<file path="config.mk">
export PLATFORM = sky130hd
export DESIGN_NAME = data_mem_bridge_flat
export DESIGN_NICKNAME = d
export VERILOG_FILES = /design/src/rtl/data_mem_bridge_if.sv /design/src/rtl/data_mem_bridge.sv /design/src/flat_wrapper.sv
export SDC_FILE = /design/constraint.sdc
export NUM_CORES = 1
export LEC_CHECK = 0
export CORE_AREA = 4 4 108 110
export DETAILED_ROUTE_END_ITERATION = 6
export DIE_AREA = 0 0 112 114
export PLACE_DENSITY_LB_ADDON = 0.12
export REMOVE_ABC_BUFFERS = 1
export SLEW_MARGIN = 20
export SYNTH_ARGS = -nofsm -noshare
export SYNTH_HDL_FRONTEND = slang
export SYNTH_SLANG_ARGS = --single-unit
</file>
<file path="constraint.sdc">
create_clock -name clk -period 2.43 [get_ports clk]
set_clock_uncertainty 0.15 [all_clocks]
set_input_delay 0.486 -clock clk [delete_from_list [all_inputs] [get_ports clk]]
set_output_delay 0.486 -clock clk [all_outputs]
set_load 0.05 [all_outputs]
</file>
<file path="src/rtl/data_mem_bridge_if.sv">
// Core data-SRAM side and req/addr_ok/data_ok memory side of the bridge, bundled.
// Signal names keep the core's data_sram / memory-bus naming so the wiring reads 1:1.
interface data_mem_bridge_if;
  logic        cpu_en;
  logic [3:0]  cpu_wen;
  logic [31:0] cpu_addr;
  logic [31:0] cpu_wdata;
  logic [31:0] cpu_rdata;
  logic        cpu_stall;
  logic        mem_req;
  logic        mem_wr;
  logic [1:0]  mem_size;
  logic [31:0] mem_addr;
  logic [31:0] mem_wdata;
  logic        mem_addr_ok;
  logic        mem_data_ok;
  logic [31:0] mem_rdata;
  logic        bus_err;

  // master: the bridge itself
  modport master (
    input  cpu_en, cpu_wen, cpu_addr, cpu_wdata,
    input  mem_addr_ok, mem_data_ok, mem_rdata,
    output cpu_rdata, cpu_stall,
    output mem_req, mem_wr, mem_size, mem_addr, mem_wdata,
    output bus_err
  );

  // slave: the core plus memory environment around it
  modport slave (
    output cpu_en, cpu_wen, cpu_addr, cpu_wdata,
    output mem_addr_ok, mem_data_ok, mem_rdata,
    input  cpu_rdata, cpu_stall,
    input  mem_req, mem_wr, mem_size, mem_addr, mem_wdata,
    input  bus_err
  );
endinterface

</file>
<file path="src/rtl/data_mem_bridge.sv">
// Turns the core's single-cycle data-SRAM access into a two-phase req/addr_ok/data_ok bus access.
// mem_req one cycle after the request, DONE at least two cycles after it; cpu_stall holds the core until DONE.
module data_mem_bridge #(
  parameter bit MAP_EN  = 1'b1,
  parameter int TIMEOUT = 255
) (
  input logic               clk,
  input logic               rst,
  data_mem_bridge_if.master bus
);

  localparam int WDW = (TIMEOUT < 1) ? 1 : $clog2(TIMEOUT + 1);
  localparam logic [WDW-1:0] WD_MAX  = WDW'(TIMEOUT);
  localparam logic [WDW-1:0] WD_LAST = WDW'(TIMEOUT - 1);

  typedef enum logic [1:0] {
    S_IDLE = 2'd0,
    S_REQ  = 2'd1,
    S_WAIT = 2'd2,
    S_DONE = 2'd3
  } state_t;

  state_t          state;
  logic            memReq;
  logic            memWr;
  logic [1:0]      memSize;
  logic [31:0]     memAddr;
  logic [31:0]     memWdata;
  logic [31:0]     cpuRdata;
  logic            busErr;
  logic [WDW-1:0]  wdog;
  logic [31:0]     physAddr;
  logic            isRead;

  // Partial strobes that are not a clean byte or halfword go out as a full word.
  function automatic logic [1:0] sizeOf(input logic [3:0] wen);
    logic [1:0] sz;
    case (wen)
      4'b0001, 4'b0010, 4'b0100, 4'b1000: sz = 2'd0;
      4'b0011, 4'b1100:                   sz = 2'd1;
      default:                            sz = 2'd2;
    endcase
    return sz;
  endfunction

  // kseg0/kseg1 both fold onto the low 512 MB; everything else is already physical.
  function automatic logic [31:0] xlate(input logic [31:0] va);
    logic [31:0] pa;
    if (MAP_EN && (va[31:30] == 2'b10)) begin
      pa = va & 32'h1FFF_FFFF;
    end else begin
      pa = va;
    end
    return pa;
  endfunction

  assign physAddr = xlate(bus.cpu_addr);
  assign isRead   = (bus.cpu_wen == 4'b0000);

  always_ff @(posedge clk) begin
    if (rst) begin
      state    <= S_IDLE;
      memReq   <= 1'b0;
      memWr    <= 1'b0;
      memSize  <= 2'd0;
      memAddr  <= 32'h0;
      memWdata <= 32'h0;
      cpuRdata <= 32'h0;
      busErr   <= 1'b0;
      wdog     <= '0;
    end else begin
      // Watchdog only flags the stall; the access keeps waiting for the bus.
      if ((state == S_REQ) || (state == S_WAIT)) begin
        if (wdog != WD_MAX) begin
          wdog <= wdog + WDW'(1);
        end
        if (wdog == WD_LAST) begin
          busErr <= 1'b1;
        end
      end

      case (state)
        S_IDLE: begin
          if (bus.cpu_en) begin
            memReq   <= 1'b1;
            memWr    <= !isRead;
            memSize  <= sizeOf(bus.cpu_wen);
            memAddr  <= isRead ? {physAddr[31:2], 2'b00} : physAddr;
            memWdata <= bus.cpu_wdata;
            wdog     <= '0;
            state    <= S_REQ;
          end
        end
        S_REQ: begin
          if (bus.mem_addr_ok) begin
            memReq <= 1'b0;
            if (bus.mem_data_ok) begin
              if (!memWr) begin
                cpuRdata <= bus.mem_rdata;
              end
              state <= S_DONE;
            end else begin
              state <= S_WAIT;
            end
          end
        end
        S_WAIT: begin
          if (bus.mem_data_ok) begin
            if (!memWr) begin
              cpuRdata <= bus.mem_rdata;
            end
            state <= S_DONE;
          end
        end
        S_DONE: begin
          state <= S_IDLE;
        end
        default: begin
          state <= S_IDLE;
        end
      endcase
    end
  end

  // Dropping stall in DONE lets the core advance on that edge and present its next access in IDLE.
  assign bus.cpu_stall = bus.cpu_en & (state != S_DONE);
  assign bus.cpu_rdata = cpuRdata;
  assign bus.mem_req   = memReq;
  assign bus.mem_wr    = memWr;
  assign bus.mem_size  = memSize;
  assign bus.mem_addr  = memAddr;
  assign bus.mem_wdata = memWdata;
  assign bus.bus_err   = busErr;

endmodule
</file>
<file path="src/flat_wrapper.sv">
// flat-port wrapper written by rule: the top's interface ports become plain ports
module data_mem_bridge_flat 
#(
  parameter bit MAP_EN  = 1'b1,
  parameter int TIMEOUT = 255
)
  (clk, rst, bus_cpu_en, bus_cpu_wen, bus_cpu_addr, bus_cpu_wdata, bus_mem_addr_ok, bus_mem_data_ok, bus_mem_rdata, bus_cpu_rdata, bus_cpu_stall, bus_mem_req, bus_mem_wr, bus_mem_size, bus_mem_addr, bus_mem_wdata, bus_bus_err);
  data_mem_bridge_if bus_i ();
  input logic clk;
  input logic rst;
  input wire logic [$bits(bus_i.cpu_en)-1:0] bus_cpu_en;
  input wire logic [$bits(bus_i.cpu_wen)-1:0] bus_cpu_wen;
  input wire logic [$bits(bus_i.cpu_addr)-1:0] bus_cpu_addr;
  input wire logic [$bits(bus_i.cpu_wdata)-1:0] bus_cpu_wdata;
  input wire logic [$bits(bus_i.mem_addr_ok)-1:0] bus_mem_addr_ok;
  input wire logic [$bits(bus_i.mem_data_ok)-1:0] bus_mem_data_ok;
  input wire logic [$bits(bus_i.mem_rdata)-1:0] bus_mem_rdata;
  output wire logic [$bits(bus_i.cpu_rdata)-1:0] bus_cpu_rdata;
  output wire logic [$bits(bus_i.cpu_stall)-1:0] bus_cpu_stall;
  output wire logic [$bits(bus_i.mem_req)-1:0] bus_mem_req;
  output wire logic [$bits(bus_i.mem_wr)-1:0] bus_mem_wr;
  output wire logic [$bits(bus_i.mem_size)-1:0] bus_mem_size;
  output wire logic [$bits(bus_i.mem_addr)-1:0] bus_mem_addr;
  output wire logic [$bits(bus_i.mem_wdata)-1:0] bus_mem_wdata;
  output wire logic [$bits(bus_i.bus_err)-1:0] bus_bus_err;
  assign bus_i.cpu_en = bus_cpu_en;
  assign bus_i.cpu_wen = bus_cpu_wen;
  assign bus_i.cpu_addr = bus_cpu_addr;
  assign bus_i.cpu_wdata = bus_cpu_wdata;
  assign bus_i.mem_addr_ok = bus_mem_addr_ok;
  assign bus_i.mem_data_ok = bus_mem_data_ok;
  assign bus_i.mem_rdata = bus_mem_rdata;
  assign bus_cpu_rdata = bus_i.cpu_rdata;
  assign bus_cpu_stall = bus_i.cpu_stall;
  assign bus_mem_req = bus_i.mem_req;
  assign bus_mem_wr = bus_i.mem_wr;
  assign bus_mem_size = bus_i.mem_size;
  assign bus_mem_addr = bus_i.mem_addr;
  assign bus_mem_wdata = bus_i.mem_wdata;
  assign bus_bus_err = bus_i.bus_err;
  data_mem_bridge #(.MAP_EN(MAP_EN), .TIMEOUT(TIMEOUT)) u_core (.clk(clk), .rst(rst), .bus(bus_i));
endmodule
</file>
Figure 1. Drive-strength map (run 1).
Scale: 3 px per um.
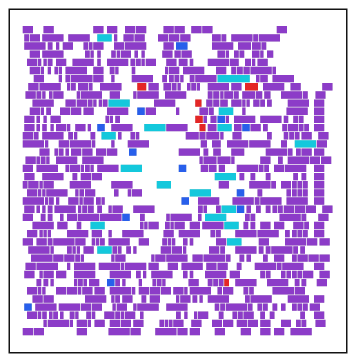
Red shows drive 2, cells 6. Blue shows drive 3 to 4, cells 13. Cyan shows drive 6 and up, cells 18. Purple shows drive 1 or less, cells 684.
final worst slack: 209 ps
fin area: 0.00672 mm2
Non-clk bufs: 220
area added between synthesis and finish: 56.8%

Figure 2. Cells coloured by class (run 1).
Scale: 3 px per um. Fill, decap, tap and diode cells in grey.
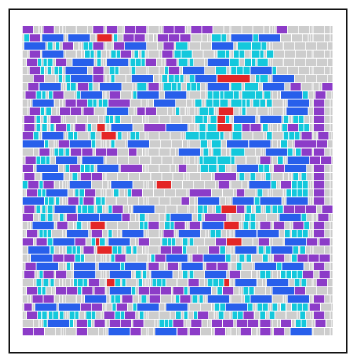
Blue shows flip-flops, cells 111, share of their area 34%. Red shows clock drivers and dummy loads, cells 16, share of their area 3.0%. Cyan shows all other logic, cells 374, share of their area 29%. Purple shows other buffers and delay cells, cells 220, share of their area 34%.
num rows: 38
Core ar.: 0.0107 mm2

Figure 3. Track usage over the die (run 1).
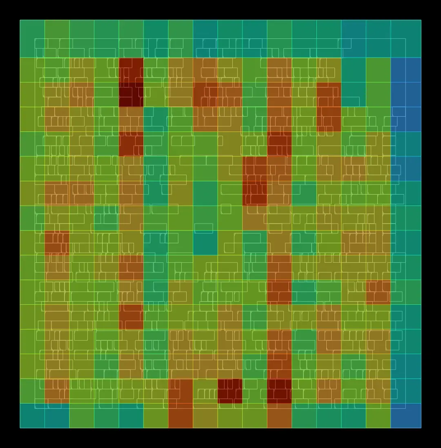
M2 GR Usage: 33.1%
Tot GR Track Use: 20.4%
GRT met1 Usage: 23.7%

==> flow_metrics.env, run 1 <==
# implementation run metrics
export IMPL_status="finished, final reports clean"
export IMPL_post_route_drc_count=0
export IMPL_xor_share_pct=0.205
export IMPL_edf_count=0
export IMPL_io_buffers=206
export IMPL_rr_endpoint="u_core.wdog[7]"
export IMPL_dpl_hpwl_um=9620
export IMPL_grt_busiest_layer="met2"
export IMPL_register_area_mm2=0.00222
export IMPL_async_reset_ff_share_pct=0
export IMPL_powerDensity_mw_per_mm2=1040
export IMPL_postSynthAreaPerCell_um2=8.12
export IMPL_finalCritPeriodShare_pct=91.4
export IMPL_finalSetupTns_ps=0
export IMPL_h_tree_depth=3
export IMPL_ant_nets=0
export IMPL_io_pins=207
export IMPL_inverters_excl_clock=5
export IMPL_cts_resized_gates=0
export IMPL_fin_nets=828
export IMPL_highest_layer="met4"
export IMPL_finalPower_mw=7.01
export IMPL_grt_max_degree=38
export IMPL_yosys_area_top_type_share_pct=51.9
export IMPL_placed_cell_area_mm2=0.00652
export IMPL_buffer_area_share_pct=33.5
export IMPL_vias=4389
export IMPL_drv_slew=0
export IMPL_ys_sh_simple_pct=21.3
export IMPL_flops=111
export IMPL_crit_path_start="u_core.bus.mem_wr"
export IMPL_syn_instance_count=527
export IMPL_yosys_cell_types_count=43
export IMPL_critPathBufInv=1
export IMPL_fmax_mhz=450
export IMPL_wl_met3_um=1550
export IMPL_largest_cell_class="buffers"
export IMPL_r2r_start="u_core.state[1]"
export IMPL_gp_congestion=0.778
export IMPL_final_cells=861
export IMPL_aoi_share_pct=19.4
export IMPL_m1WireLength_um=5380
export IMPL_cts_tree="done"
export IMPL_top_cells_by_count="nand2_1, dfxtp_1, a21oi_1, nand3_1, o21ai_0"
export IMPL_ys_sh_mux_pct=0.234
export IMPL_combPwrFrac_pct=50.1
export IMPL_dr_wl_met2_um=6110
export IMPL_worst_hold_path_type="reg2reg"
export IMPL_critPathRequiredTime_ps=1790
export IMPL_cts_setup_buffers=0
export IMPL_clock_latency_ps=360
export IMPL_ys_cells=527
export IMPL_cts_root_buf="clkbuf_8"
export IMPL_power_top_group="combinational logic"
export IMPL_synth_flop_count=111
export IMPL_ys_warn_count=0
export IMPL_post_synth_top_count_cell="nand2_1"
export IMPL_clock_path_buffers=2
export IMPL_grt_overflow_total=0
export IMPL_grt_first_pass_wirelength_um=21300
export IMPL_use_met3_pct=9.12
export IMPL_utilization_pct=62.8
export IMPL_crit_chain="clkdlybuf4s50_1"
export IMPL_grt_antenna_before_repair=0
export IMPL_setup_viol=0
export IMPL_seqPwrFrac_pct=33.9
export IMPL_synth_largest_area_cell="dfxtp_1"
export IMPL_finalHoldViolCount=0
export IMPL_place_inst=845
export IMPL_hold_buffers=0
export IMPL_initial_core_util_pct=40.0
export IMPL_min_to="u_core.bus.mem_addr[29]"
export IMPL_fillers=965
export IMPL_holdWs_ps=307
export IMPL_final_cell_mix="clkdlybuf4s50_1, nand2_1, dfxtp_1, a21oi_1, nand3_1"
export IMPL_drtIter0Drc=321
export IMPL_final_min_clock_period_ps=2220
export IMPL_dieHeight_um=114
export IMPL_seq_power_mw=2.38
export IMPL_place_ws_ps=222
export IMPL_cp_end_kind="output port"
export IMPL_nMultiInputCombCells=369
export IMPL_die_area_mm2=0.0128
export IMPL_drtPass1Iterations=5
export IMPL_drt_total_wl_um=13300
export IMPL_layout_top_cell="clkdlybuf4s50_1"
export IMPL_diodes=0
export IMPL_cp_slowest_cell="clkdlybuf4s50_1"
export IMPL_pwr_share_clk_pct=16.0
export IMPL_numCtsBuffers=9
export IMPL_grt_pass1_vias=4341
export IMPL_logic_family="simple AND/OR/NAND/NOR gates"
export IMPL_leakagePower_nw=2.44
export IMPL_ff_type="dfxtp_1"
export IMPL_critical_path_arrival_ps=1580
==> run 1 -> run 2 <==
Clock period 2.43 ns to 2.4 ns, I/O delays scaled along.
Figure 4. Cells coloured by class (run 2).
Scale: 3 px per um. Fill, decap, tap and diode cells in grey.
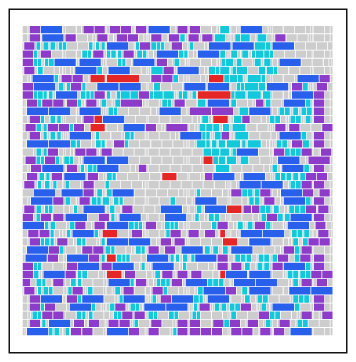
Blue shows flip-flops, cells 111, share of their area 34%. Cyan shows all other logic, cells 374, share of their area 29%. Purple shows other buffers and delay cells, cells 217, share of their area 34%. Red shows clock drivers and dummy loads, cells 16, share of their area 3.4%.
sequential cell area share: 33.2%
fin area: 0.00669 mm2
fin util: 62.5%

==> run 2 against run 1 <==
  * Combinational power about the same
  * Clock-buffer cell count is 2 lower
  * Critical path depth rose by 2
  * Synthesized cell count stayed put
  * Critical endpoint is now bus_cpu_stall
  * Largest cell class is now sequential cells
  * Highest routed layer unchanged
==> flow_metrics.env, run 2 <==
# implementation run metrics
export IMPL_fmax_mhz=455
export IMPL_ys_sh_simple_pct=21.3
export IMPL_pwr_share_clk_pct=17.2
export IMPL_synth_largest_area_cell="dfxtp_1"
export IMPL_gr_usage_met2_pct=32.3
export IMPL_holdWs_ps=307
export IMPL_vias=4334
export IMPL_fin_nets=825
export IMPL_dr_wl_met2_um=6060
export IMPL_critical_path_arrival_ps=1570
export IMPL_min_to="u_core.bus.mem_wdata[26]"
export IMPL_io_buffers=206
export IMPL_clock_path_buffers=2
export IMPL_logic_family="simple AND/OR/NAND/NOR gates"
export IMPL_drtIter0Drc=319
export IMPL_num_rows=38
export IMPL_ant_nets=0
export IMPL_status="finished, final reports clean"
export IMPL_yosys_cell_types_count=43
export IMPL_crit_path_start="bus_cpu_en"
export IMPL_place_inst=842
export IMPL_postSynthAreaPerCell_um2=8.12
export IMPL_diodes=0
export IMPL_finalCritPeriodShare_pct=91.7
export IMPL_ys_cells=527
export IMPL_clock_power_mw=1.23
export IMPL_grt_max_degree=67
export IMPL_grt_busiest_layer="met2"
export IMPL_initial_core_util_pct=40.0
export IMPL_dieHeight_um=114
export IMPL_place_ws_ps=210
export IMPL_numCtsBuffers=9
export IMPL_grt_use_total_pct=19.7
export IMPL_syn_to_final_growth_pct=56.2
export IMPL_cp_slowest_cell="clkdlybuf4s50_1"
export IMPL_aoi_share_pct=19.4
export IMPL_final_cell_mix="clkdlybuf4s50_1, nand2_1, dfxtp_1, a21oi_1, nand3_1"
export IMPL_layout_top_cell="clkdlybuf4s50_1"
export IMPL_syn_instance_count=527
export IMPL_grt_antenna_before_repair=0
export IMPL_nonClockBufferCount=217
export IMPL_highest_layer="met4"
export IMPL_drt_total_wl_um=13000
export IMPL_seqPwrFrac_pct=33.6
export IMPL_finalPower_mw=7.14
export IMPL_drv_slew=0
export IMPL_inverters_excl_clock=5
export IMPL_ys_warn_count=0
export IMPL_die_area_mm2=0.0128
export IMPL_ff_type="dfxtp_1"
export IMPL_grt_pass1_vias=4209
export IMPL_placed_cell_area_mm2=0.00647
export IMPL_finalSetupTns_ps=0
export IMPL_wl_met3_um=1420
export IMPL_drtPass1Iterations=4
export IMPL_largest_cell_class="sequential cells"
export IMPL_dpl_hpwl_um=9190
export IMPL_critPathBufInv=2
export IMPL_cts_resized_gates=0
export IMPL_final_cells=858
export IMPL_r2r_start="u_core.state[1]"
export IMPL_edf_count=0
export IMPL_setup_viol=0
export IMPL_yosys_area_top_type_share_pct=51.9
export IMPL_flops=111
export IMPL_seq_power_mw=2.40
export IMPL_grt_first_pass_wirelength_um=20700
export IMPL_worst_hold_path_type="reg2reg"
export IMPL_nMultiInputCombCells=369
export IMPL_io_pins=207
export IMPL_area_leaders="dfxtp_1, a21oi_1, nand2_1"
export IMPL_xor_share_pct=0.205
export IMPL_h_tree_depth=3
export IMPL_fillers=953
export IMPL_cts_tree="done"
export IMPL_finalHoldViolCount=0
export IMPL_rr_endpoint="u_core.bus.cpu_rdata[16]"
export IMPL_gp_congestion=0.797
export IMPL_buffer_area_share_pct=32.9
export IMPL_ys_sh_mux_pct=0.234
export IMPL_async_reset_ff_share_pct=0
export IMPL_layout_setup_ws_ps=200
export IMPL_cp_end_kind="output port"
export IMPL_synth_flop_count=111
export IMPL_hold_buffers=0
export IMPL_post_synth_top_count_cell="nand2_1"
export IMPL_core_area_mm2=0.0107
export IMPL_crit_chain="clkdlybuf4s50_1, nor2b_1, buf_12"
==> run 2 -> run 3 <==
Settings changed: PLACE_DENSITY set to 0.84, PLACE_DENSITY_LB_ADDON 0.12 to not set.
Figure 5. Cells coloured by class (run 3).
Scale: 3 px per um. Fill, decap, tap and diode cells in grey.
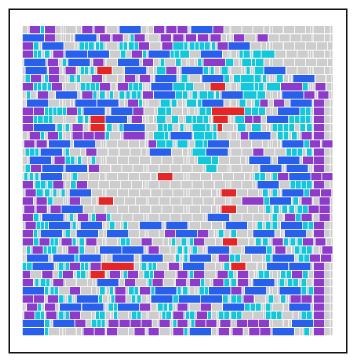
Purple shows other buffers and delay cells, cells 214, share of their area 33%. Blue shows flip-flops, cells 111, share of their area 34%. Cyan shows all other logic, cells 374, share of their area 29%. Red shows clock drivers and dummy loads, cells 15, share of their area 3.5%.
fin util: 62.3%
sequential cell area share: 33.3%

==> run 3 against run 2 <==
  * Sequential share of layout area is 0.12 points higher
  * Critical path depth down 2
  * Non-clock buffer count is 3 lower
  * Global-route usage down 0.23 points
  * Via count down 0.99%
  * Final cell count fell by 0.47%
  * Highest routed layer unchanged
==> flow_metrics.env, run 3 <==
# implementation run metrics
export IMPL_status="finished, final reports clean"
export IMPL_ys_sh_mux_pct=0.234
export IMPL_diodes=0
export IMPL_cts_root_buf="clkbuf_8"
export IMPL_r2r_start="u_core.state[1]"
export IMPL_holdWs_ps=307
export IMPL_ir_worst_vdd_mv=0.554
export IMPL_critPathBufInv=1
export IMPL_hold_buffers=0
export IMPL_ys_warn_count=0
export IMPL_final_cell_mix="clkdlybuf4s50_1, nand2_1, dfxtp_1, a21oi_1, nand3_1"
export IMPL_ant_nets=0
export IMPL_p_comb_mw=3.45
export IMPL_final_cells=854
export IMPL_power_top_group="combinational logic"
export IMPL_inverters_excl_clock=5
export IMPL_grt_first_pass_wirelength_um=20500
export IMPL_nonClockBufferCount=214
export IMPL_leakagePower_nw=2.42
export IMPL_max_stage_delay_ps=840
export IMPL_grt_use_total_pct=19.5
export IMPL_cts_setup_buffers=0
export IMPL_path_class="reg2out"
export IMPL_highest_layer="met4"
export IMPL_seq_power_mw=2.41
export IMPL_nWellTaps=140
export IMPL_fmax_mhz=456
export IMPL_ff_type="dfxtp_1"
export IMPL_area_leaders="dfxtp_1, a21oi_1, nand2_1"
export IMPL_fa_ha_area_share_pct=2.05
export IMPL_grt_antenna_before_repair=0
export IMPL_cts_clk_slew_worst_paths_ps=100
export IMPL_layout_top_cell="clkdlybuf4s50_1"
export IMPL_largest_cell_class="sequential cells"
export IMPL_aoi_share_pct=19.4
export IMPL_fin_nets=822
export IMPL_drt_total_wl_um=12900
export IMPL_ys_cells=527
export IMPL_logic_family="simple AND/OR/NAND/NOR gates"
export IMPL_syn_to_final_growth_pct=55.6
export IMPL_finalHoldViolCount=0
export IMPL_grt_pass1_vias=4283
export IMPL_powerDensity_mw_per_mm2=1070
export IMPL_critical_path_arrival_ps=1560
export IMPL_finalSetupTns_ps=0
export IMPL_cp_slowest_cell="clkdlybuf4s50_1"
export IMPL_io_buffers=206
export IMPL_log_warning_count=30
export IMPL_core_area_mm2=0.0107
export IMPL_placed_cell_area_mm2=0.00643
export IMPL_dr_wl_met2_um=6500
export IMPL_combPwrFrac_pct=48.5
export IMPL_finalPower_mw=7.11
export IMPL_drtPass1Iterations=4
export IMPL_cts_tree="done"
export IMPL_syn_instance_count=527
export IMPL_gp_congestion=0.783
export IMPL_yosys_area_top_type_share_pct=51.9
export IMPL_crit_cells=1
export IMPL_internal_power_mw=4.04
export IMPL_flops=111
export IMPL_rr_worst_depth=5
export IMPL_grt_busiest_layer="met2"
export IMPL_crit_family="buffers and inverters"
export IMPL_clock_power_mw=1.25
export IMPL_yosys_area_mm2=0.00428
export IMPL_initial_core_util_pct=40.0
export IMPL_maxSlewHeadroom_pct=63.8
export IMPL_synth_flop_count=111
export IMPL_dieHeight_um=114
export IMPL_worst_hold_path_type="reg2reg"
export IMPL_dpl_hpwl_um=9450
export IMPL_cts_resized_gates=0
export IMPL_start_kind="register"
export IMPL_async_reset_ff_share_pct=0
export IMPL_place_ws_ps=254
export IMPL_h_tree_depth=3
export IMPL_drv_cap=0
export IMPL_pwr_share_clk_pct=17.6
export IMPL_vias=4291
export IMPL_top_cells_by_count="nand2_1, dfxtp_1, a21oi_1, nand3_1, o21ai_0"
export IMPL_yosys_cell_types_count=43
export IMPL_numCtsBuffers=9
export IMPL_rr_endpoint="u_core.wdog[7]"
export IMPL_cp_end_kind="output port"
export IMPL_gr_usage_met2_pct=34.9
export IMPL_finalCritPeriodShare_pct=91.5
export IMPL_edf_count=0
export IMPL_place_inst=839
export IMPL_fillers=923
export IMPL_fin_area_mm2=0.00666
export IMPL_num_rows=38
export IMPL_hp_start="u_core.bus.mem_wdata[29]"
export IMPL_clock_path_buffers=2
export IMPL_postSynthAreaPerCell_um2=8.12
export IMPL_grt_setup_unrepaired="no"
export IMPL_clkCellAreaFrac_pct=3.45
export IMPL_reg2reg_setup_slack_ps=350
export IMPL_drtIter0Drc=275
export IMPL_crit_path_start="u_core.bus.mem_addr[23]"
export IMPL_io_pins=207
export IMPL_nMultiInputCombCells=369
export IMPL_wl_met3_um=1200
export IMPL_synth_largest_area_cell="dfxtp_1"
export IMPL_seqPwrFrac_pct=33.8
export IMPL_min_to="u_core.bus.mem_wdata[29]"
export IMPL_ys_sh_simple_pct=21.3
export IMPL_xor_share_pct=0.205
export IMPL_post_synth_top_count_cell="nand2_1"
export IMPL_grt_max_degree=67
export IMPL_setup_viol=0
export IMPL_layout_setup_ws_ps=205
export IMPL_crit_chain="clkdlybuf4s50_1"
export IMPL_buffer_area_share_pct=32.5
export IMPL_drv_slew=0
export IMPL_die_area_mm2=0.0128
No activity file was given, so power comes from the tool's default toggle rates.
